Run 1, the clock network:
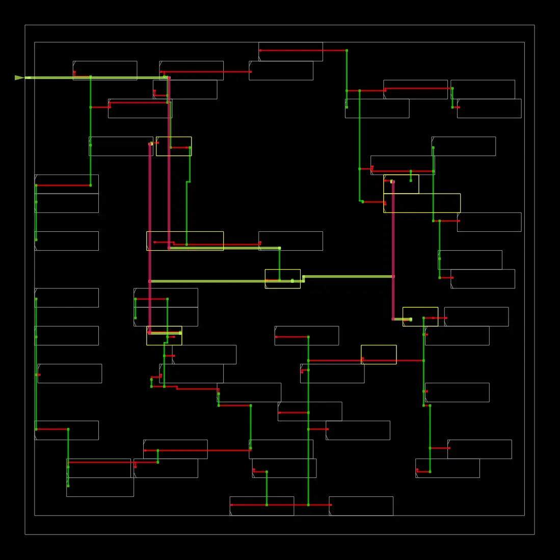
Run 1, where the registers sit:
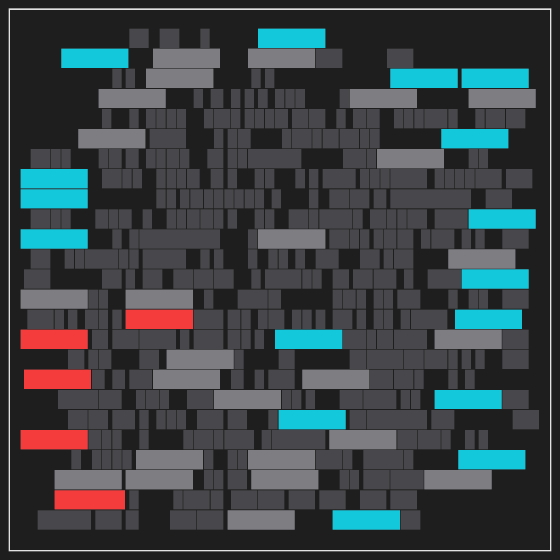
Run 1, selected gate families:
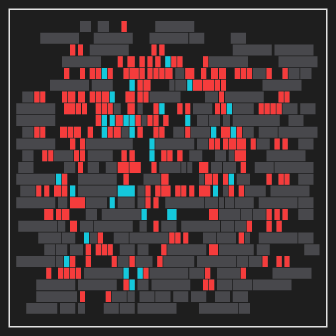
**src/rtl/acc_frame.sv**
```systemverilog
// -----------------------------------------------------------------------------
// acc_frame
//
// Accumulates a frame of unsigned beats into a wrapping OUT_LEN-bit total and
// presents the frame result through a valid/ready handshake. A frame closes on
// an accepted beat with last=1, or on the accepted beat that brings the beat
// count to MAX_BEATS. While a result is held (DONE) the block stops accepting
// beats until the downstream consumer takes the result.
//
// Parameters
//   LEN        input beat width
//   OUT_LEN    accumulator / result width (OUT_LEN >= LEN)
//   MAX_BEATS  maximum beats per frame (>= 2)
//
// Ports
//   clk        clock, all state on the rising edge
//   rst        asynchronous active-low reset
//   data       upstream beat, unsigned
//   valid      upstream beat present
//   last       final beat of the frame (qualified by valid)
//   ready      block accepts a beat this cycle (high in ACC)
//   sum        frame total, modulo 2^OUT_LEN
//   sum_valid  sum/beats/ovf hold a completed frame
//   sum_ready  downstream accepts the result
//   beats      number of beats in the completed frame
//   ovf        the frame total wrapped beyond OUT_LEN bits
// -----------------------------------------------------------------------------
module acc_frame #(
  parameter int LEN       = 8,
  parameter int OUT_LEN   = 16,
  parameter int MAX_BEATS = 16
) (
  input  logic                           clk,
  input  logic                           rst,
  input  logic [LEN-1:0]                 data,
  input  logic                           valid,
  input  logic                           last,
  output logic                           ready,
  output logic [OUT_LEN-1:0]             sum,
  output logic                           sum_valid,
  input  logic                           sum_ready,
  output logic [$clog2(MAX_BEATS+1)-1:0] beats,
  output logic                           ovf
);

  localparam int CNT_W = $clog2(MAX_BEATS + 1);
  localparam logic [CNT_W-1:0] MAX_CNT = CNT_W'(MAX_BEATS);

  typedef enum logic {
    ST_ACC  = 1'b0,
    ST_DONE = 1'b1
  } state_t;

  // Wrapping add of a zero-extended beat; the top bit of the result is the
  // carry out of bit OUT_LEN-1.
  function automatic logic [OUT_LEN:0] add_wrap(
    input logic [OUT_LEN-1:0] acc_in,
    input logic [LEN-1:0]     beat_in
  );
    logic [OUT_LEN:0] a_ext;
    logic [OUT_LEN:0] b_ext;
    a_ext = {1'b0, acc_in};
    b_ext = (OUT_LEN + 1)'(beat_in);
    return a_ext + b_ext;
  endfunction

  state_t               state_q,     state_d;
  logic [OUT_LEN-1:0]   acc_q,       acc_d;
  logic [CNT_W-1:0]     cnt_q,       cnt_d;
  logic                 ovf_flag_q,  ovf_flag_d;
  logic [OUT_LEN-1:0]   sum_q,       sum_d;
  logic [CNT_W-1:0]     beats_q,     beats_d;
  logic                 ovf_q,       ovf_d;
  logic                 sum_valid_q, sum_valid_d;

  logic                 accept;
  logic                 close;
  logic [OUT_LEN:0]     add_full;
  logic [OUT_LEN-1:0]   acc_next;
  logic                 carry;
  logic [CNT_W-1:0]     cnt_inc;

  // ready depends on state alone so upstream never sees a valid->ready path.
  assign ready = (state_q == ST_ACC);

  assign accept   = valid && ready;
  assign add_full = add_wrap(acc_q, data);
  assign acc_next = add_full[OUT_LEN-1:0];
  assign carry    = add_full[OUT_LEN];
  assign cnt_inc  = cnt_q + 1'b1;
  // Reaching MAX_BEATS forces the frame closed regardless of last.
  assign close    = accept && (last || (cnt_inc == MAX_CNT));

  always_comb begin
    state_d     = state_q;
    acc_d       = acc_q;
    cnt_d       = cnt_q;
    ovf_flag_d  = ovf_flag_q;
    sum_d       = sum_q;
    beats_d     = beats_q;
    ovf_d       = ovf_q;
    sum_valid_d = sum_valid_q;

    unique case (state_q)
      ST_ACC: begin
        if (accept) begin
          acc_d      = acc_next;
          cnt_d      = cnt_inc;
          ovf_flag_d = ovf_flag_q | carry;
        end
        if (close) begin
          // Result includes the closing beat itself.
          sum_d       = acc_next;
          beats_d     = cnt_inc;
          ovf_d       = ovf_flag_q | carry;
          sum_valid_d = 1'b1;
          state_d     = ST_DONE;
        end
      end
      ST_DONE: begin
        // Beats are ignored here; only the result handshake moves us on.
        if (sum_ready) begin
          acc_d       = '0;
          cnt_d       = '0;
          ovf_flag_d  = 1'b0;
          sum_valid_d = 1'b0;
          state_d     = ST_ACC;
        end
      end
      default: begin
        state_d = ST_ACC;
      end
    endcase
  end

  always_ff @(posedge clk or negedge rst) begin
    if (!rst) begin
      state_q     <= ST_ACC;
      acc_q       <= '0;
      cnt_q       <= '0;
      ovf_flag_q  <= 1'b0;
      sum_q       <= '0;
      beats_q     <= '0;
      ovf_q       <= 1'b0;
      sum_valid_q <= 1'b0;
    end else begin
      state_q     <= state_d;
      acc_q       <= acc_d;
      cnt_q       <= cnt_d;
      ovf_flag_q  <= ovf_flag_d;
      sum_q       <= sum_d;
      beats_q     <= beats_d;
      ovf_q       <= ovf_d;
      sum_valid_q <= sum_valid_d;
    end
  end

  assign sum       = sum_q;
  assign beats     = beats_q;
  assign ovf       = ovf_q;
  assign sum_valid = sum_valid_q;

endmodule

```
**config.mk**
```make
export PLATFORM = sky130hd
export DESIGN_NAME = acc_frame
export DESIGN_NICKNAME = d
export VERILOG_FILES = /design/src/rtl/acc_frame.sv
export SDC_FILE = /design/constraint.sdc
export NUM_CORES = 1
export LEC_CHECK = 0
export ABC_AREA = 1
export CORE_UTILIZATION = 49
export DETAILED_ROUTE_END_ITERATION = 16
export PLACE_DENSITY = 0.76
export SKIP_CTS_REPAIR_TIMING = 1
export SLEW_MARGIN = 0
export SYNTH_ARGS = -nofsm -noshare
export SYNTH_HDL_FRONTEND = slang
export SYNTH_SLANG_ARGS = --single-unit
export TNS_END_PERCENT = 100
```
**constraint.sdc**
```tcl
create_clock -name clk -period 1.8 [get_ports clk]
set_input_delay 0.27 -clock clk [delete_from_list [all_inputs] [get_ports clk]]
set_output_delay 0.27 -clock clk [all_outputs]
set_load 0.05 [all_outputs]
```
==> out/metrics.csv, run 1 <==
metric,value,unit
yosys.area.top_type,dfrtp_1,
area_delta_synth_final,31.9,%
ys_sh_aoi,0.0514,
ys_sh_adder,0.0584,
route.met3.wl,217,um
setup_viol_count_final,0,
die-height,73.2,um
dr_total_vias,2208,
num_rows,25,
yosysCellCount,320,
crit_path_end_kind,register,
seq_area_frac_synth,0.463,
path_clk_slew,0.09,ns
power_density,1540,mW/mm^2
top_cell_area_share,0.463,
worstSetupStartpointType,register,
nets,406,
status,finished clean,
finalWirelength,5820,um
cap_violations,0,
final_area,0.00328,mm^2
synth.logic.top_family,simple AND/OR/NAND/NOR gates,
grtUsageTotal,0.236,
drc,0,
combGateArea,0.00120,mm^2
synth_async_sr_flop_share,1.00,
p_total,0.00503,W
ys_sh_xor,0.0282,
tool_warnings,28,
netlist_top_cells_area,"dfrtp_1 (46%), nand2_1 (24%), ha_1 (5.0%)",
final_max_slew_viol_count,0,
gp_congestion,0.914,
maxUsedRoutingLayer,met4,
cp.arrival,1.97,ns
nFillCells,401,
grt_max_degree,29,
drive_gt1_frac,0.159,
coreArea,0.00479,mm^2
post_drt_wl_per_cell,12.9,um
cts_buffer_depth,2,
viasPerCell,4.91,
ff_type,dfrtp_1,
critPathMaxFanout,3,
hold_violations,0,
Notes on 'the clock network' above:
worst clock skew: 0.00623 ns
Worst-Skew Late Latency: 0.30 ns
seq_cells: 46
Sink Count: 46
clock buf count: 6

Notes on 'where the registers sit' above:
legend:
  cyan:
    signal: `sum`
    sequential_cells: 16
    where: all over the die
  red:
    signal: `cnt_q`
    sequential_cells: 5

Notes on 'selected gate families' above:
legend:
  cyan:
    family: inverters
    cells: 31
    most_used: inv_1
  red:
    family: NAND gates
    cells: 185
    most_used: nand2_1

-- run 1: where the power goes --
| group | switching (W) | internal [W] |
|---|---|---|
| sequential | 0.000211 | 0.00135 |
| clock | 0.000356 | 0.000592 |
| combinational | 0.00156 | 0.000967 |
-- run 1: per-stage QoR --
step	utilization	std cells	hold WS [ns]	setup slack [ns]
final	0.684	450	0.426	0.0328
after global routing	0.684	450	0.476	-0.0771
after CTS	0.659	442	-0.0912	-0.0297
after detailed placement	0.629	434	0.241	-0.354
after global placement	0.629	434	0.239	-0.309
after floorplan	-	320	-0.0256	0.138
-- run 1: worst max-delay path, cell delays in order (launching register included) --
cell and delay [ns]:
dfrtp_1 0.39, ha_2 0.19, fa_2 0.40, nand2_2 0.07
nand2_2 0.07, nand3b_1 0.10, nand2_2 0.09, nand2_2 0.08
nand2_1 0.04, nand2_1 0.05, nand2_1 0.06, nand2_1 0.06
nand2_1 0.04
-- run 1: Yosys cell counts (3+ instances only) --
master / count
nand2_1: 156
dfrtp_1: 46
inv_1: 29
nand3_1: 19
ha_1: 10
nor2_1: 10
a22o_1: 6
nand3b_1: 6
o21ai_0: 6
xor2_1: 5
a21oi_1: 3
nand4_1: 3
xnor2_1: 3
-- run 1: routing by layer --
| metal | up-vias | GRT usage |
|---|---|---|
| li1 | 1122 | - |
| met1 | 1020 | 0.296 |
| met2 | 50 | 0.409 |
| met3 | 16 | 0.0428 |
| met4 | 0 | 0.0763 |
| met5 | - | 0 |
-- run 1: final cells by class --
| type | instances | area share |
|---|---|---|
| clock buffer | 6 | 0.0252 |
| inverter | 30 | 0.0367 |
| tap | 67 | 0.0256 |
| timing repair buffer | 61 | 0.174 |
| clock inverter | 2 | 0.0183 |
| sequential | 46 | 0.352 |
| multi-input combinational | 237 | 0.366 |
| timing repair inverter | 1 | 0.00191 |
-- run 1: final timing paths --
check,from,end,slack (ns),depth (start not counted)
setup / recovery,acc_q[0],sum[10],0.03,12
hold / removal,rst,cnt_q[1],0.43,2
setup reg to reg,acc_q[0],sum[10],0.03,12
hold reg to reg,sum[4],sum[4],0.47,2
max in group asynchronous,rst,sum[15],0.87,3
min in group clk,sum[4],sum[4],0.47,2
-- run 1: registers in the layout (all words and copies together) (netlist names) --
register    cells
sum            16
ovf_flag_q      1
ovf             1
sum_valid       1
beats           5
state_q         1
acc_q          16
cnt_q           5
-- run 1: placed cells by master, fill, tap and decap left out, drive strengths merged --
cell / count
a21o: 1
a21oi: 3
a22o: 6
buf: 33
bufinv: 2
clkbuf: 6
clkdlybuf4s50: 27
dfrtp: 46
dlygate4sd3: 1
fa: 1
ha: 10
inv: 31
nand2: 156
nand3: 20
nand3b: 6
nand4: 3
nor2: 11
nor3: 2
o21ai: 7
o22ai: 1
or2: 2
xnor2: 3
xor2: 5
-- run 1: cells by family (layout without fill, tap and decap cells) --
| kind of cell | count (synthesis) | count (layout) |
|---|---|---|
| xor gates and xnor gates | 8 | 8 |
| buffers and inverters | 37 | 100 |
| DFF | 46 | 46 |
| and+or+nand+nor | 200 | 200 |
| AOI/OAI and AO/OA | 18 | 18 |
| adders and majority gates | 11 | 11 |
## Run 2: what changed since run 1
RECOVER_POWER = 100   (was default)
SKIP_LAST_GASP = 1   (was default)
Run 2, the clock network:
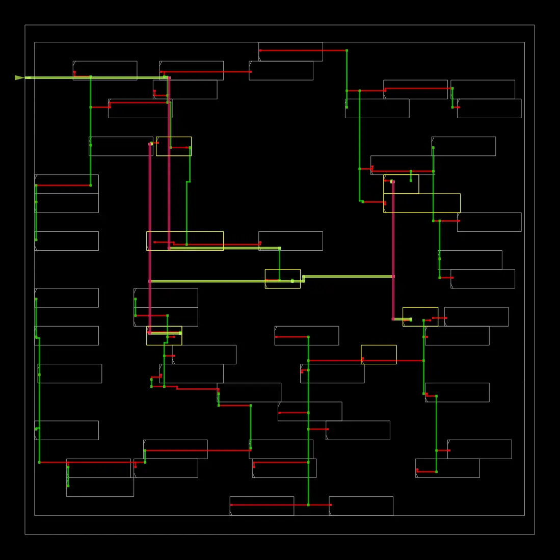
worst clock skew: 0.00636 ns
number of CTS-inserted buffers: 5
Clk power: 0.000947 W

Run 2, selected gate families:
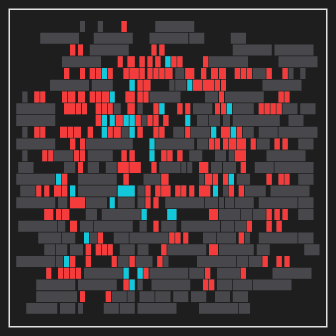
legend:
  cyan:
    family: inverters
    cells: 31
    most_used: inv_1
  red:
    family: NAND gates
    cells: 185
    most_used: nand2_1

Run 2, where the registers sit:
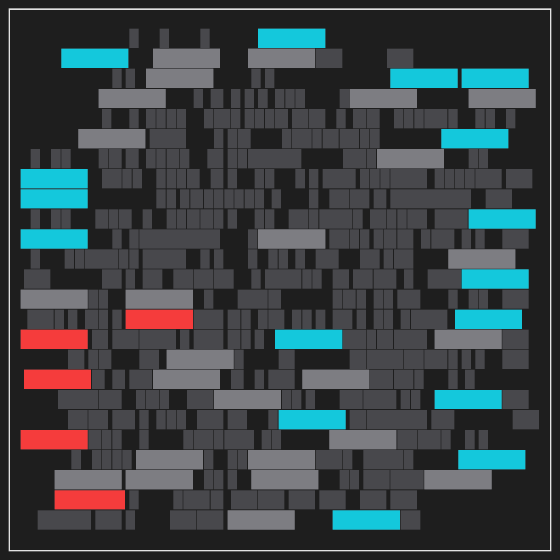
legend:
  cyan:
    signal: `sum`
    sequential_cells: 16
    where: all over the die
  red:
    signal: `cnt_q`
    sequential_cells: 5

==> out/metrics.csv, run 2 <==
metric,value,unit
setup_viol_count_final,0,
most_common_cell,nand2_1,
area_delta_synth_final,30.0,%
final_layout_top_logic_cells,"nand2_1 (148), dfrtp_1 (45), inv_1 (29)",
critPathMaxFanout,3,
lay_top_count,nand2_1,
cts.sink_count,46,
status,finished clean,
crit_path_end_kind,register,
yosysCellCount,320,
min_from,sum[4],
seq_area_frac_synth,0.463,
yosys.area.top_type,dfrtp_1,
clkLatencyLatePin,0.30,ns
synthTopCellsByCount,"nand2_1 (156), dfrtp_1 (46), inv_1 (29), nand3_1 (19)",
synth_async_sr_flop_share,1.00,
cp.arrival,1.97,ns
holdWs,0.473,ns
grt_max_degree,29,
combGateArea,0.00120,mm^2
viasPerCell,4.92,
grtUsageTotal,0.236,
timing.rr.end,sum[10],
top_cell_area_share,0.463,
final_max_slew_viol_count,0,
cts_buffer_depth,2,
ff_type,dfrtp_1,
final_area,0.00323,mm^2
finalWirelength,5830,um
path_clk_slew,0.09,ns
max_slew_margin,0.279,
power_density,1550,mW/mm^2
n_antenna_cell,0,
dr_total_vias,2215,
reg2reg_from,acc_q[0],
drc,0,
nFillCells,412,
hold_path_depth,2,
r2r_slack,0.03,ns
gp_congestion,0.914,
run 2: stage by stage:
step	std cells	worst slack [ns]	TNS (ns)	utilization	power (W)
after floorplan	320	0.138	0	-	0.00315
after global placement	434	-0.309	-5.29	0.629	0.00388
after detailed placement	434	-0.354	-6.12	0.629	0.00394
after CTS	442	-0.0297	-0.0464	0.659	0.00492
after global routing	450	-0.0771	-1.19	0.675	0.00532
final	450	0.0320	0	0.675	0.00500
run 2: power breakdown:
group          switching [W]  total, W  internal [W]
sequential          0.000211   0.00156       0.00135
combinational        0.00156   0.00249      0.000938
clock               0.000355  0.000947      0.000592
run 2: cell type report:
type | count | area share
Clock buffer | 6 | 0.0256
Sequential cell | 46 | 0.357
Multi-Input combinational cell | 237 | 0.372
Inverter | 30 | 0.0372
Clock inverter | 2 | 0.0186
Timing Repair inverter | 1 | 0.00194
Timing Repair Buffer | 61 | 0.162
Tap cell | 67 | 0.0260
run 2: layer usage:
metal	vias to the layer above	routed length, um	part of all wire	track usage
met5	-	0	0	0
met4	0	122	0.021	0.0763
met2	56	2860	0.49	0.409
li1	1125	-	-	-
met1	1018	2620	0.45	0.296
met3	16	227	0.039	0.0428
run 2: how the worst max path moves through the flow:
| stage | from | end | cells after the start |
|---|---|---|---|
| finish | acc_q[0] | sum[10] | 12 |
| global route | acc_q[0] | acc_q[10] | 12 |
| CTS | acc_q[0] | sum[10] | 12 |
| detailed placement | data[0] | sum[10] | 13 |
| global placement | data[0] | sum[10] | 13 |
| floorplan | acc_q[0] | acc_q[10] | 12 |
run 2: worst max-delay path: stages (launching register included):
cell and delay (ns):
dfrtp_1 0.39, ha_2 0.19, fa_2 0.40, nand2_2 0.07
nand2_2 0.06, nand3b_1 0.10, nand2_2 0.09, nand2_2 0.08
nand2_1 0.04, nand2_1 0.05, nand2_1 0.06, nand2_1 0.06
nand2_1 0.04
run 2: logic make-up (layout without fill, tap and decap cells):
kind of cell	Yosys count	after routing	share of synthesized area
AND/OR/NAND/NOR	200	200	0.332
flip-flops	46	46	0.463
buffers and inverters	37	100	0.0660
AND-OR/OR-AND	18	18	0.0514
adder cells (fa/ha/maj)	11	11	0.0584
XOR/XNOR	8	8	0.0282
No activity file was given, so power comes from the tool's default toggle rates.
